--- config.mk ---
export PLATFORM = sky130hd
export DESIGN_NAME = writeback_arbiter_flat
export DESIGN_NICKNAME = d
export VERILOG_FILES = /design/src/rtl/writeback_arbiter_if.sv /design/src/rtl/writeback_arbiter.sv /design/src/flat_wrapper.sv
export SDC_FILE = /design/constraint.sdc
export NUM_CORES = 1
export LEC_CHECK = 0
export ABC_AREA = 1
export CORE_ASPECT_RATIO = 0.8
export CORE_MARGIN = 2
export CORE_UTILIZATION = 45
export CTS_BUF_LIST = sky130_fd_sc_hd__clkbuf_8
export CTS_CLUSTER_DIAMETER = 60
export DETAILED_ROUTE_END_ITERATION = 6
export PLACE_DENSITY = 0.75
export SLEW_MARGIN = 20
export SYNTH_ARGS = -nofsm -noshare
export SYNTH_HDL_FRONTEND = slang
export SYNTH_SLANG_ARGS = --single-unit
export TNS_END_PERCENT = 100
--- constraint.sdc ---
create_clock -name clk -period 4.3 [get_ports clk]
set_clock_uncertainty 0.15 [all_clocks]
set_input_delay 0.645 -clock clk [delete_from_list [all_inputs] [get_ports clk]]
set_output_delay 0.645 -clock clk [all_outputs]
set_load 0.05 [all_outputs]
--- src/rtl/writeback_arbiter_if.sv ---
// writeback_arbiter_if
//   Bundles the ALU/LSU result handshakes and the registered write port of
//   writeback_arbiter.
//   master : execution-unit / register-file side (drives results, sees wb_*)
//   slave  : the arbiter itself
//   Signals
//     alu_valid/ready/rd/tag/data  ALU result handshake and payload
//     lsu_valid/ready/rd/tag/data  LSU result handshake and payload
//     wb_en/rd/tag/data/src        one-cycle write strobe and payload
interface writeback_arbiter_if #(
   parameter int DATA_W = 32,
   parameter int TAG_W  = 4
);
   logic              alu_valid;
   logic              alu_ready;
   logic [4:0]        alu_rd;
   logic [TAG_W-1:0]  alu_tag;
   logic [DATA_W-1:0] alu_data;
   logic              lsu_valid;
   logic              lsu_ready;
   logic [4:0]        lsu_rd;
   logic [TAG_W-1:0]  lsu_tag;
   logic [DATA_W-1:0] lsu_data;
   logic              wb_en;
   logic [4:0]        wb_rd;
   logic [TAG_W-1:0]  wb_tag;
   logic [DATA_W-1:0] wb_data;
   logic              wb_src;

   modport master (
      output alu_valid, alu_rd, alu_tag, alu_data,
      output lsu_valid, lsu_rd, lsu_tag, lsu_data,
      input  alu_ready, lsu_ready,
      input  wb_en, wb_rd, wb_tag, wb_data, wb_src
   );

   modport slave (
      input  alu_valid, alu_rd, alu_tag, alu_data,
      input  lsu_valid, lsu_rd, lsu_tag, lsu_data,
      output alu_ready, lsu_ready,
      output wb_en, wb_rd, wb_tag, wb_data, wb_src
   );
endinterface

--- src/rtl/writeback_arbiter.sv ---
// writeback_arbiter
//   Collects ALU and LSU results into one FIFO per source and retires one
//   result per cycle, round-robin between sources, on a registered write
//   port (register file write + register-status busy clear by tag).
//   Ports
//     clk  : clock, all state on the rising edge
//     rst  : synchronous reset, active-high
//     bus  : writeback_arbiter_if.slave (ALU/LSU handshakes, wb_* outputs)
//   Source index 0 = ALU, 1 = LSU (also the encoding of wb_src).
//   Optional feature: define WB_BYPASS_EN to let a handshaked entry skip an
//   empty FIFO and be arbitrated in the same cycle (latency N+1 instead of N+2).
module writeback_arbiter #(
   parameter int DATA_W     = 32,
   parameter int TAG_W      = 4,
   parameter int FIFO_DEPTH = 4
) (
   input logic              clk,
   input logic              rst,
   writeback_arbiter_if.slave bus
);
   localparam int AW   = $clog2(FIFO_DEPTH);
   localparam int NSRC = 2;

   typedef struct packed {
      logic [4:0]        rd;
      logic [TAG_W-1:0]  tag;
      logic [DATA_W-1:0] data;
   } entry_t;

   entry_t [NSRC-1:0] in_ent;
   entry_t [NSRC-1:0] head;
   logic   [NSRC-1:0] in_valid, in_ready, hs, empty, full, req, push, pop, grant;

   assign in_valid  = {bus.lsu_valid, bus.alu_valid};
   assign in_ent[0] = {bus.alu_rd, bus.alu_tag, bus.alu_data};
   assign in_ent[1] = {bus.lsu_rd, bus.lsu_tag, bus.lsu_data};
   assign bus.alu_ready = in_ready[0];
   assign bus.lsu_ready = in_ready[1];

   for (genvar s = 0; s < NSRC; s++) begin : g_src
      entry_t    mem [FIFO_DEPTH];
      logic [AW:0] wptr, rptr;

      // Extra pointer MSB separates full (MSBs differ) from empty (equal).
      assign empty[s]    = (wptr == rptr);
      assign full[s]     = (wptr[AW] != rptr[AW]) && (wptr[AW-1:0] == rptr[AW-1:0]);
      // Ready looks only at full, so a same-cycle pop never frees a slot early.
      assign in_ready[s] = ~full[s];
      assign hs[s]       = in_valid[s] & in_ready[s];
      assign pop[s]      = grant[s] & ~empty[s];
`ifdef WB_BYPASS_EN
      // An empty FIFO offers the incoming entry as its head; if that entry
      // wins the grant it goes straight to the write port and is not stored.
      assign req[s]  = ~empty[s] | hs[s];
      assign head[s] = empty[s] ? in_ent[s] : mem[rptr[AW-1:0]];
      assign push[s] = hs[s] & ~(grant[s] & empty[s]);
`else
      assign req[s]  = ~empty[s];
      assign head[s] = mem[rptr[AW-1:0]];
      assign push[s] = hs[s];
`endif

      always_ff @(posedge clk) begin
         if (rst) begin
            wptr <= '0;
            rptr <= '0;
         end else begin
            if (push[s]) wptr <= wptr + 1'b1;
            if (pop[s])  rptr <= rptr + 1'b1;
         end
      end

      always_ff @(posedge clk) begin
         if (push[s]) mem[wptr[AW-1:0]] <= in_ent[s];
      end
   end

   // Round-robin: on contention grant the source that did not win last.
   logic rr_last;
   logic any_req;
   logic gsel;

   always_comb begin
      any_req = |req;
      gsel    = (req[0] & req[1]) ? ~rr_last : req[1];
      grant   = '0;
      if (any_req) grant[gsel] = 1'b1;
   end

   logic              wb_en;
   logic [4:0]        wb_rd;
   logic [TAG_W-1:0]  wb_tag;
   logic [DATA_W-1:0] wb_data;
   logic              wb_src;

   always_ff @(posedge clk) begin
      if (rst) begin
         wb_en   <= 1'b0;
         wb_rd   <= '0;
         wb_tag  <= '0;
         wb_data <= '0;
         wb_src  <= 1'b0;
         rr_last <= 1'b1;
      end else begin
         wb_en <= 1'b0;
         if (any_req) begin
            // An rd==0 entry still consumes its round-robin turn, but x0 is
            // never written and the port keeps its previous payload.
            rr_last <= gsel;
            if (head[gsel].rd != 5'd0) begin
               wb_en   <= 1'b1;
               wb_rd   <= head[gsel].rd;
               wb_tag  <= head[gsel].tag;
               wb_data <= head[gsel].data;
               wb_src  <= gsel;
            end
         end
      end
   end

   assign bus.wb_en   = wb_en;
   assign bus.wb_rd   = wb_rd;
   assign bus.wb_tag  = wb_tag;
   assign bus.wb_data = wb_data;
   assign bus.wb_src  = wb_src;
endmodule

--- src/flat_wrapper.sv ---
// flat-port wrapper written by rule: the top's interface ports become plain ports
module writeback_arbiter_flat 
#(
   parameter int DATA_W     = 32,
   parameter int TAG_W      = 4,
   parameter int FIFO_DEPTH = 4
)
  (clk, rst, bus_alu_valid, bus_alu_rd, bus_alu_tag, bus_alu_data, bus_lsu_valid, bus_lsu_rd, bus_lsu_tag, bus_lsu_data, bus_alu_ready, bus_lsu_ready, bus_wb_en, bus_wb_rd, bus_wb_tag, bus_wb_data, bus_wb_src);
  writeback_arbiter_if #(.DATA_W(DATA_W), .TAG_W(TAG_W)) bus_i ();
  input logic clk;
  input logic rst;
  input wire logic [$bits(bus_i.alu_valid)-1:0] bus_alu_valid;
  input wire logic [$bits(bus_i.alu_rd)-1:0] bus_alu_rd;
  input wire logic [$bits(bus_i.alu_tag)-1:0] bus_alu_tag;
  input wire logic [$bits(bus_i.alu_data)-1:0] bus_alu_data;
  input wire logic [$bits(bus_i.lsu_valid)-1:0] bus_lsu_valid;
  input wire logic [$bits(bus_i.lsu_rd)-1:0] bus_lsu_rd;
  input wire logic [$bits(bus_i.lsu_tag)-1:0] bus_lsu_tag;
  input wire logic [$bits(bus_i.lsu_data)-1:0] bus_lsu_data;
  output wire logic [$bits(bus_i.alu_ready)-1:0] bus_alu_ready;
  output wire logic [$bits(bus_i.lsu_ready)-1:0] bus_lsu_ready;
  output wire logic [$bits(bus_i.wb_en)-1:0] bus_wb_en;
  output wire logic [$bits(bus_i.wb_rd)-1:0] bus_wb_rd;
  output wire logic [$bits(bus_i.wb_tag)-1:0] bus_wb_tag;
  output wire logic [$bits(bus_i.wb_data)-1:0] bus_wb_data;
  output wire logic [$bits(bus_i.wb_src)-1:0] bus_wb_src;
  assign bus_i.alu_valid = bus_alu_valid;
  assign bus_i.alu_rd = bus_alu_rd;
  assign bus_i.alu_tag = bus_alu_tag;
  assign bus_i.alu_data = bus_alu_data;
  assign bus_i.lsu_valid = bus_lsu_valid;
  assign bus_i.lsu_rd = bus_lsu_rd;
  assign bus_i.lsu_tag = bus_lsu_tag;
  assign bus_i.lsu_data = bus_lsu_data;
  assign bus_alu_ready = bus_i.alu_ready;
  assign bus_lsu_ready = bus_i.lsu_ready;
  assign bus_wb_en = bus_i.wb_en;
  assign bus_wb_rd = bus_i.wb_rd;
  assign bus_wb_tag = bus_i.wb_tag;
  assign bus_wb_data = bus_i.wb_data;
  assign bus_wb_src = bus_i.wb_src;
  writeback_arbiter #(.DATA_W(DATA_W), .TAG_W(TAG_W), .FIFO_DEPTH(FIFO_DEPTH)) u_core (.clk(clk), .rst(rst), .bus(bus_i));
endmodule
run_1/flops_by_reg.png
(2 px per µm) Other sequential cells in the stronger gray, the rest of the logic in the fainter gray.
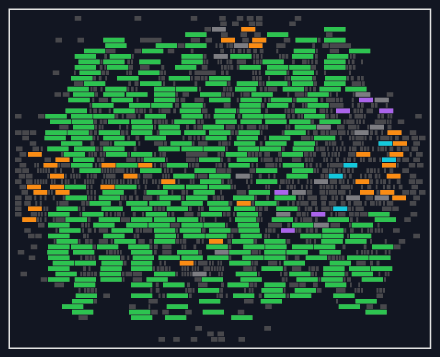
| color | netlist name | flops |
|---|---|---|
| green | u_core.g_src.mem | 328 |
| cyan | u_core.bus.wb_rd | 5 |
| orange | u_core.bus.wb_data | 32 |
| purple | u_core.g_src.rptr | 6 |
not colored: 17

run_1/power_grid.png
(2 px per µm) Pins as bars on the die edge.
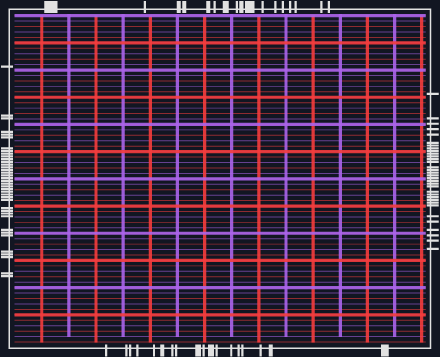
| color | net |
|---|---|
| red | VSS |
| purple | VDD |
met1 rails: 61
met4 straps: 15
met5 straps: 12

==> impl_metrics.yaml, run 1 <==
# physical design summary
outcome:
  status: "finished clean"
grt:
  grt_pass1_wl_um: 54700
  use_met3: 0.0347
  grt_use_met1: 0.282
  grt.busiest_layer: "met2"
  grt_use_met2: 0.321
  grt_max_degree: 72
  grt_pass1_vias: 9848
final_timing:
  relSlewSlack: 0.476
  tns_ns: 0
  final-hold-violation-count: 0
  post-route-min-period_ns: 3.04
  slew_viol_final: 0
  tightestPinTransition_ns: 0.780
  fin_ws_ns: 1.26
clock_tree:
  cts_tree: "built"
  cts.clk_slew.worst_paths_ns: 0.07
  clock_latency_ns: 0.59
  clock_sinks: 388
  cts_buffers: 57
  cts.htree.levels: 2
  postCtsSetupBuffers: 0
  cts_resized: 0
  clk_path_buf_depth: 3
  clock-root-buffer: "clkbuf_8"
place:
  place_ws_ns: 1.32
  place_area_mm2: 0.0170
  portBuffers: 130
layout:
  flops: 388
  fin_area_mm2: 0.0182
  buffer_area_frac: 0.0819
  sh_comb_area: 0.202
  fill_cells: 2750
  n_all_buffers: 152
  nMultiInputCombCells: 772
  clkCellAreaFrac: 0.0645
  regArea_mm2: 0.0111
  nClkBuffers: 65
  seq_share: 0.607
logic_synthesis:
  synth-seq-area-share: 0.724
  synth_top_area_share: 0.645
  ys_ff: 388
  synthMuxAreaShare: 0
  fp_nets: 1399
  yosys_area_mm2: 0.0153
  topCombFamilyByArea: "simple AND/OR/NAND/NOR gates"
  ys_sh_aoi: 0.0945
  syn-instance-count: 1303
  synth_area_leader_cell: "edfxtp_1"
  synth.avg_cell_area_um2: 11.7
  yosys.area_share.simple: 0.132
  ys_sh_adder: 0.00820
floorplanning:
  initial_core_util: 0.455
  ios: 131
  chipArea_mm2: 0.0354
  die-width_um: 210
  die_y_um: 169
  rows: 60
  nWellTaps: 434
setup_path:
  cp.buffers_inverters: 5
  setup.worst_path.start_class: "flip-flop"
  crit_path_cell_trace: "buf_4 -> inv_1 -> buf_4 -> nor2_1 -> o21ai_0 -> o21ai_0 -> inv_1 -> nand2_1 -> o21ai_2 -> nand2_1 -> o21bai_4 -> buf_4 -> nand2_1 -> nand2_1 -> nor2_1"
  cpMaxStageDelayCell: "inv_1"
  cp.arrival_ns: 3.37
  slowest_delay_ns: 0.45
  cp_top_family: "buffers and inverters"
power_and_ir_drop:
  ir_drop_v: 0.000450
  leakage_uw: 0.00666
  p_per_area_mw_per_mm2: 648
routing:
  dr.first_iter.drc_count: 1096
  drt-total-wl_um: 35800
  post_drt_wl_per_cell_um: 18.6
  dr_wl_met2_um: 16800
  via_per_inst: 5.30
  firstDrtPassIters: 5
worst_hold_path:
  hp-start: "u_core.g_src[1].wptr[2]$_SDFFE_PP0P_"
job:
  warning_count: 32
  maxCapViolations: 0
run_1/layer_met2.png
(2 px per µm)
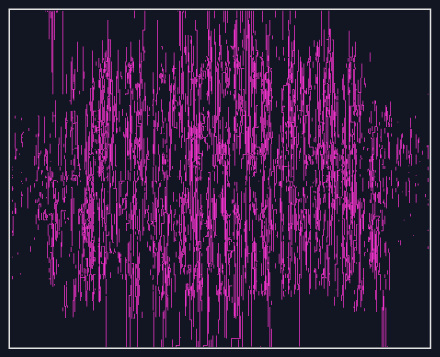
longest straight run: 75.1 µm
share of all routed wire: 47%
main direction: vertical
nets with wire on the layer: 1,183

run 1: power by group:
group	internal [µW]	switching [µW]	leakage (µW)
Sequential	4490	239	0.00351
Combinational	1240	2840	0.00249
Clock	1620	1380	0.000663
run 1: placed cells by master, fill, tap and decap left out, types with 2 or more instances in the layout:
| cell type | synthesis | routed |
|---|---|---|
| edfxtp_1 | 328 | 328 |
| nor2_1 | 215 | 207 |
| nand2_1 | 199 | 199 |
| o21ai_0 | 170 | 170 |
| clkdlybuf4s50_1 | 0 | 130 |
| inv_1 | 64 | 81 |
| clkbuf_8 | 0 | 65 |
| dfxtp_1 | 60 | 58 |
| o22ai_1 | 56 | 56 |
| nand3_1 | 51 | 51 |
| a21oi_1 | 25 | 25 |
| nor2_2 | 20 | 20 |
| buf_4 | 1 | 20 |
| clkinv_1 | 2 | 13 |
| ha_1 | 10 | 10 |
| nor2_4 | 0 | 8 |
| clkinv_2 | 0 | 8 |
| o221ai_1 | 7 | 7 |
| inv_2 | 4 | 4 |
| bufinv_16 | 0 | 4 |
| xnor2_1 | 3 | 3 |
| nand3_2 | 2 | 2 |
| nand2_4 | 2 | 2 |
| o22a_1 | 2 | 2 |
| o21ai_1 | 2 | 2 |
| nand2_2 | 2 | 2 |
| dfxtp_2 | 0 | 2 |
| clkinvlp_4 | 0 | 2 |
| buf_12 | 0 | 2 |
run 1: per-stage QoR:
| step | total power (µW) | util | cells | hold slack, ns |
|---|---|---|---|---|
| final | 11800 | 0.543 | 1923 | 0.323 |
| after global routing | 12500 | 0.543 | 1923 | 0.342 |
| after CTS | 11800 | 0.543 | 1923 | 0.329 |
| after detailed placement | 8860 | 0.507 | 1816 | 0.316 |
| after global placement | 8760 | 0.507 | 1816 | 0.304 |
| after floorplan | 7600 | - | 1303 | 0.293 |
run 1: sequential cells by signal, summed over array words and instances (netlist names), named ones only:
| register | flops |
|---|---|
| u_core.g_src.mem | 328 |
| u_core.bus.wb_data | 32 |
| u_core.g_src.rptr | 6 |
| u_core.g_src.wptr | 6 |
| u_core.bus.wb_rd | 5 |
| u_core.bus.wb_tag | 4 |
| u_core.bus.wb_en | 1 |
| u_core.bus.wb_src | 1 |
| u_core.rr_last | 1 |
run 1: final timing paths:
| check | endpoint | slack [ns] | cells past startpoint |
|---|---|---|---|
| worst max register to register | u_core.bus.wb_data[22]$_SDFFE_PP0P_ | 1.26 | 15 |
| worst min-delay path | u_core.g_src[1].wptr[2]$_SDFFE_PP0P_ | 0.32 | 1 |
| worst max-delay path | u_core.bus.wb_data[22]$_SDFFE_PP0P_ | 1.26 | 15 |
| worst min register to register | u_core.g_src[1].wptr[2]$_SDFFE_PP0P_ | 0.32 | 1 |
run 1: cells by family after synthesis:
group	Yosys count
xor gates and xnor gates	4
buffers and inverters	143
DFF	388
adders and majority gates	10
and+or+nand+nor	494
AOI/OAI and AO/OA	264
run 1: synthesized netlist by cell type, drive strengths merged (10+ instances only):
cell type,number
nand2,203
buf,24
clkbuf,49
ha,10
nand3,53
a21oi,25
dfxtp,60
edfxtp,328
nor2,235
inv,68
o21ai,173
o22ai,56
==> run 2: changes to the inputs <==
Settings changed: PLACE_DENSITY 0.75 to 0.77.
Clock period 4.3 ns to 2.72 ns, I/O delays scaled along.
run_2/cell_density.png
(2 px per µm) 21 x 17 tiles, from black (low) to pale yellow (high), 0 to 100% covered.
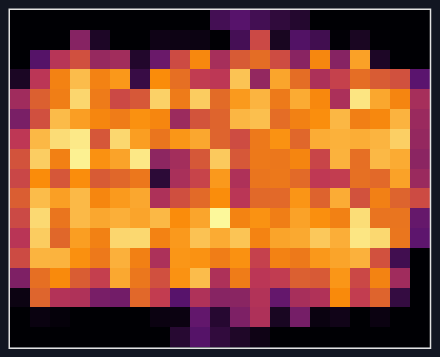
fullest tile: 98%
tiles over 75% full: 27%
densest ninth of the die: west
mean over tiles: 50%

run_2/flops_by_reg.png
(2 px per µm) Other sequential cells in the stronger gray, the rest of the logic in the fainter gray.
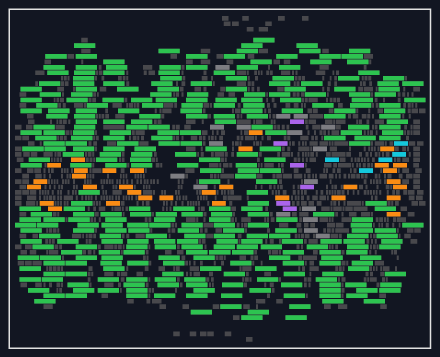
| color | netlist name | flops |
|---|---|---|
| green | u_core.g_src.mem | 328 |
| cyan | u_core.bus.wb_rd | 5 |
| orange | u_core.bus.wb_data | 32 |
| purple | u_core.g_src.rptr | 6 |

==> impl_metrics.yaml, run 2 <==
# physical design summary
logic_synthesis:
  synth_top_area_share: 0.645
  ys_ff: 388
  top_cells_by_count: "328 x edfxtp_1, 215 x nor2_1, 199 x nand2_1"
  syn-instance-count: 1303
  synth.most_common_cell: "edfxtp_1"
  fp_nets: 1399
  synth-seq-area-share: 0.724
  yosys_area_mm2: 0.0153
  synth.avg_cell_area_um2: 11.7
final_timing:
  hold_ws_ns: 0.265
  setup_viol: 0
  final-hold-violation-count: 0
  tightestPinTransition_ns: 0.736
  relSlewSlack: 0.509
  fin_ws_ns: 0.202
  rsz0062_at_grt: "no"
  post-route-min-period_ns: 2.52
  tns_ns: 0
  slew_viol_final: 0
power_and_ir_drop:
  fin_total_pwr_uw: 18400
  pwr-share-clk: 0.243
  switchingPower_uw: 6930
  p_per_area_mw_per_mm2: 1000
  leakage_uw: 0.00672
  internal-power_uw: 11500
  power_frac_seq: 0.407
  sw_frac_of_total: 0.377
  comb_power_share: 0.350
layout:
  largest_register_ffs: 328
  fill_cells: 2778
  mostFrequentLayoutCell: "edfxtp_1"
clock_tree:
  clock_sinks: 388
  cts_tree: "built"
  cts.htree.levels: 2
  postCtsSetupBuffers: 0
  clock-root-buffer: "clkbuf_8"
  cts.clk_slew.worst_paths_ns: 0.06
  cts_buffers: 56
routing:
  dr.first_iter.drc_count: 865
  via_per_inst: 5.22
  ant_nets: 0
  firstDrtPassIters: 5
  drt-total-wl_um: 35000
setup_path:
  cp.arrival_ns: 1.96
  r2r_slack_ns: 0.32
  setup.worst_path.start_class: "flip-flop"
  regToRegStartpoint: "u_core.g_src[1].rptr[0]$_SDFFE_PP0P_"
  rr_endpoint: "u_core.bus.wb_data[11]$_SDFFE_PP0P_"
grt:
  grt_pass1_vias: 9680
  grt_max_degree: 65
  grt_pass1_wl_um: 52800
worst_hold_path:
  holdPathEnd: "u_core.g_src[1].mem[0][30]$_DFFE_PP_"
  hp-start: "bus_lsu_data[30]"
  min_path_cells: 1
floorplanning:
  initial_core_util: 0.455
  rows: 60
  ios: 131
outcome:
  status: "finished clean"
job:
  maxCapViolations: 0
  warning_count: 33
place:
  portBuffers: 130
  place_area_mm2: 0.0172
  place_ws_ns: 0.385
run_2/power_grid.png
(2 px per µm) Pins as bars on the die edge.
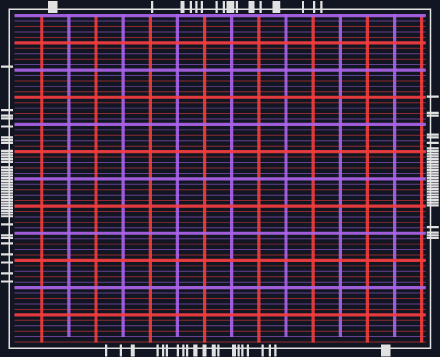
die height: 169 µm
Die Wd: 210 µm
CORE AREA: 0.0336 mm²
Max rail drop VDD: 0.000966 V

run 2: cell types whose count changed in the layout (fill, tap and decap cells not counted), sizes merged, moves of 2 or more:
cell and change:
dlygate4sd2 +2, clkdlybuf4s50 -2, inv +4, buf +10
bufinv -3, clkinv -4
run 2: area by class of cell:
class	count	area, µm²	area share
tap	434	543	0.0297
sequential	388	11100	0.604
multi-input combinational	772	3680	0.201
clock buffer	66	908	0.0496
inverter	70	263	0.0144
clock inverter	39	194	0.0106
antenna	1	2.50	0.000137
timing repair buffer	162	1660	0.0909
run 2: routing by layer:
layer	wire, µm	part of all wire	track usage
met1	15200	0.43	0.261
met2	16900	0.48	0.321
met3	2040	0.058	0.0391
met4	818	0.023	0.0688
met5	12	0.00034	0
run 2: worst max path at each step:
stage / from / endpoint / slack (ns) / depth (start not counted)
floorplan: u_core.g_src[0].wptr[1]$_SDFFE_PP0P_ / u_core.g_src[0].mem[1][0]$_DFFE_PP_ / -0.31 / 6
global placement: u_core.g_src[1].rptr[0]$_SDFFE_PP0P_ / u_core.bus.wb_data[21]$_SDFFE_PP0P_ / 0.46 / 9
detailed placement: u_core.g_src[1].wptr[0]$_SDFFE_PP0P_ / u_core.bus.wb_data[11]$_SDFFE_PP0P_ / 0.38 / 10
CTS: u_core.g_src[0].wptr[1]$_SDFFE_PP0P_ / bus_alu_ready / 0.18 / 5
global route: u_core.g_src[0].wptr[1]$_SDFFE_PP0P_ / bus_alu_ready / 0.11 / 5
finish: u_core.g_src[0].wptr[1]$_SDFFE_PP0P_ / bus_alu_ready / 0.20 / 5
run 2: what timing repair did:
item	in CTS	in global routing
hold endpoints to repair	0	0
resized	2	0
setup endpoints to repair	2	0
run 2: kinds of logic (layout without fill, tap and decap cells):
| family | Yosys count | after routing | share of synthesized area |
|---|---|---|---|
| fa+ha+maj | 10 | 10 | 0.00820 |
| other cells | 0 | 1 | 0 |
| buf+inv | 143 | 337 | 0.0390 |
| simple gates | 494 | 494 | 0.132 |
| compound gates | 264 | 264 | 0.0945 |
| flops | 388 | 388 | 0.724 |
| xor+xnor | 4 | 4 | 0.00279 |
run 2: worst max-delay path, stage by stage, from the launching register on:
cell and delay, ns:
dfxtp_1 0.40, inv_2 0.08, nand2_1 0.06, nand2_1 0.07, nand4_1 0.18, dlygate4sd2_1 0.55
run 2: metrics by stage:
stage                util  std cells
floorplan               -       1303
global placement    0.513       1826
detailed placement  0.513       1826
CTS                 0.545       1931
global route        0.546       1932
finish              0.546       1932
run 2: power by group through the flow:
stage / Combinational (µW) / Sequential [µW] / Clock [µW]
floorplan: 3700 / 8320 / 0
global placement: 6290 / 7580 / 0
detailed placement: 6420 / 7600 / 0
CTS: 6440 / 7480 / 4560
global route: 7090 / 7530 / 4820
finish: 6440 / 7480 / 4470
==> run 3: changes to the inputs <==
Settings changed: GPL_TIMING_DRIVEN from default to 0.
run_3/clocks.png
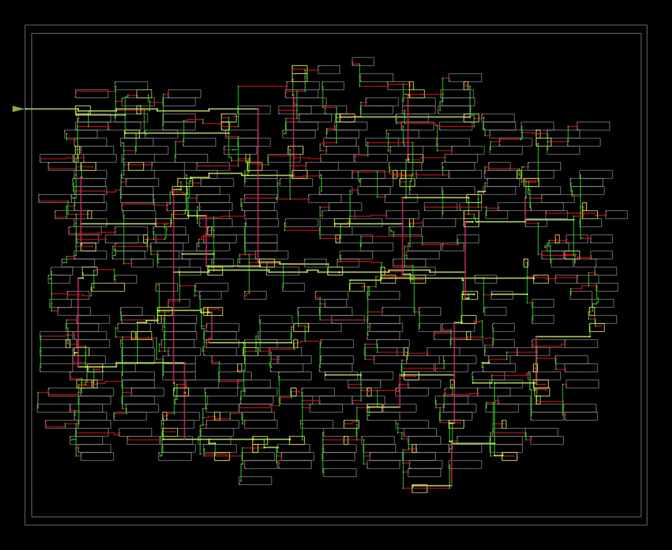
clock buffer count: 61
total CTS buffers: 56
clock-net power: 4300 µW

run_3/cell_density.png
(2 px per µm) 21 x 17 tiles, from black (low) to pale yellow (high), 0 to 100% covered.
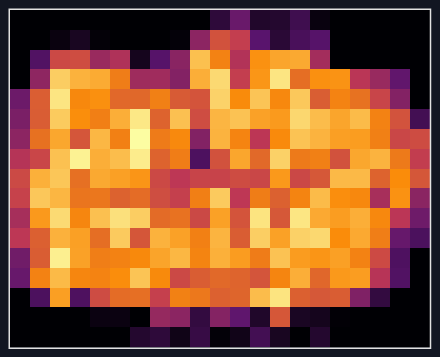
fullest tile: 100%
tiles over 75% full: 29%
mean over tiles: 51%

==> impl_metrics.yaml, run 3 <==
# physical design summary
worst_hold_path:
  holdPathEnd: "u_core.g_src[1].mem[3][26]$_DFFE_PP_"
  min_path_cells: 1
  hp-start: "bus_lsu_data[26]"
logic_synthesis:
  synth.avg_cell_area_um2: 11.7
  synth-seq-area-share: 0.724
  yosys.area_share.simple: 0.132
  yosys_area_mm2: 0.0153
  edf_count: 328
  topCombFamilyByArea: "simple AND/OR/NAND/NOR gates"
  yosys.area_share.xor_xnor: 0.00279
  synthMuxAreaShare: 0
  synth_top_area_share: 0.645
  ys_ff: 388
  synth.most_common_cell: "edfxtp_1"
  synth_area_leader_cell: "edfxtp_1"
  ys_sh_aoi: 0.0945
  syn-instance-count: 1303
  top_cells_by_count: "328 x edfxtp_1, 215 x nor2_1, 199 x nand2_1"
floorplanning:
  die-width_um: 210
  initial_core_util: 0.455
  core_mm2: 0.0336
  ios: 131
  rows: 60
layout:
  largest_register_ffs: 328
  n_antenna_cell: 0
  mostFrequentLayoutCell: "edfxtp_1"
final_timing:
  slew_viol_final: 0
  post-route-min-period_ns: 2.56
  setup_viol: 0
  rsz0062_at_grt: "no"
  fin_ws_ns: 0.155
  tightestPinTransition_ns: 0.806
  relSlewSlack: 0.461
  final-hold-violation-count: 0
setup_path:
  cp.arrival_ns: 2.71
  slowest_delay_ns: 0.72
  r2r_slack_ns: 0.16
  crit_top_cell: "nand2_1"
  cpMaxStageDelayCell: "nor2_4"
  critPathMaxFanout: 22
  cp_top_family: "simple AND/OR/NAND/NOR gates"
  crit_path_cell_trace: "inv_2 -> nand2_1 -> nand2_1 -> nand4_1 -> nand2_1 -> nor2_4 -> buf_16"
  cp.buffers_inverters: 2
  setup.worst_path.start_class: "flip-flop"
  rr_endpoint: "u_core.g_src[0].mem[1][14]$_DFFE_PP_"
grt:
  antenna_found_initial: 0
  grt_max_degree: 24
  grt_pass1_wl_um: 58600
  grt_pass1_vias: 10277
  grt-ovfl-total: 0
clock_tree:
  cts.htree.levels: 2
  clock-root-buffer: "clkbuf_8"
  clock_sinks: 388
  cts.clk_slew.worst_paths_ns: 0.06
  cts_tree: "built"
routing:
  via_per_inst: 5.43
  firstDrtPassIters: 6
  drt-total-wl_um: 39300
  dr.first_iter.drc_count: 1293
  ant_nets: 0
outcome:
  status: "finished clean"
job:
  maxCapViolations: 0
  warning_count: 33
power_and_ir_drop:
  leakage_uw: 0.00681
  p_per_area_mw_per_mm2: 1010
place:
  place_ws_ns: 0.0947
  portBuffers: 130
run_3/power_grid.png
(2 px per µm) Pins as bars on the die edge.
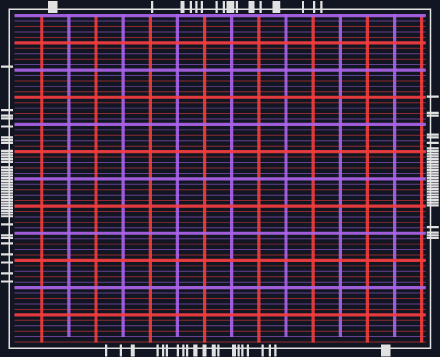
Max rail drop VDD: 0.000787 V

==> run 3: cell counts after synthesis <==
Identical to the previous run, type by type.
==> run 3: worst max path at each step <==
| stage | from | to | cells past startpoint |
|---|---|---|---|
| after floorplan | u_core.g_src[0].wptr[1]$_SDFFE_PP0P_ | u_core.g_src[0].mem[1][0]$_DFFE_PP_ | 6 |
| after global placement | bus_alu_valid | u_core.g_src[0].mem[2][22]$_DFFE_PP_ | 3 |
| after detailed placement | bus_lsu_valid | u_core.g_src[1].mem[2][16]$_DFFE_PP_ | 4 |
| after CTS | u_core.g_src[1].rptr[2]$_SDFFE_PP0P_ | u_core.g_src[1].mem[2][12]$_DFFE_PP_ | 5 |
| after global routing | flip-flop | u_core.bus.wb_data[15]$_SDFFE_PP0P_ | 9 |
| final | u_core.g_src[0].wptr[1]$_SDFFE_PP0P_ | u_core.g_src[0].mem[1][14]$_DFFE_PP_ | 7 |
==> run 3: what timing repair did <==
item	CTS	global route
buffers inserted	0	7
setup endpoints to repair	2	43
hold buffers	0	0
gates cloned	0	1
resized	2	3
pin swaps	0	1
==> run 3: worst reg2reg max path, cell delays in order, from the launching register on <==
cell and delay [ns]:
dfxtp_1 0.40, inv_2 0.08, nand2_1 0.06, nand2_1 0.07, nand4_1 0.18, nand2_1 0.32
nor2_4 0.73, buf_16 0.27
==> run 3: layout make-up <==
cell class	instances	area, µm²
clock inverters	43	196
clock buffers	61	840
repair buffers	147	1590
well taps	434	543
inverters	70	263
fillers	2727	15100
plain buffers	73	334
flip-flops and latches	388	11100
multi-input cells	773	3690
==> run 3: stage by stage <==
step | hold slack (ns) | TNS (ns) | utilization | std cells | power [µW]
floorplan | 0.293 | -75.54 | - | 1303 | 12000
global placement | 0.304 | -218.57 | 0.511 | 1867 | 14200
detailed placement | 0.313 | 0 | 0.519 | 1877 | 14400
CTS | 0.257 | 0 | 0.550 | 1981 | 18700
global route | 0.263 | 0 | 0.551 | 1989 | 19800
finish | 0.282 | 0 | 0.551 | 1989 | 18800
==> run 3: layer usage <==
layer,vias up,part of all wire,global-route usage,routed length (µm)
met5,-,0,0,0
met4,0,0.023,0.0681,920
met3,72,0.086,0.0373,3370
met2,551,0.46,0.338,18000
met1,5200,0.43,0.321,17000
li1,4976,-,-,-
==> run 3: logic make-up (layout without fill, tap and decap cells) <==
group                    Yosys count  count (layout)
buffers and inverters            143             394
AND-OR/OR-AND                    264             264
AND/OR/NAND/NOR                  494             495
flip-flops                       388             388
XOR/XNOR                           4               4
adder cells (fa/ha/maj)           10              10
==> run 3: power breakdown <==
group / leakage [µW] / total [µW] / switching [µW] / internal (µW)
clock: 0.000639 / 4300 / 2150 / 2150
sequential: 0.00351 / 7430 / 341 / 7090
combinational: 0.00266 / 7030 / 4850 / 2180
Power and IR drop assume default switching activity.
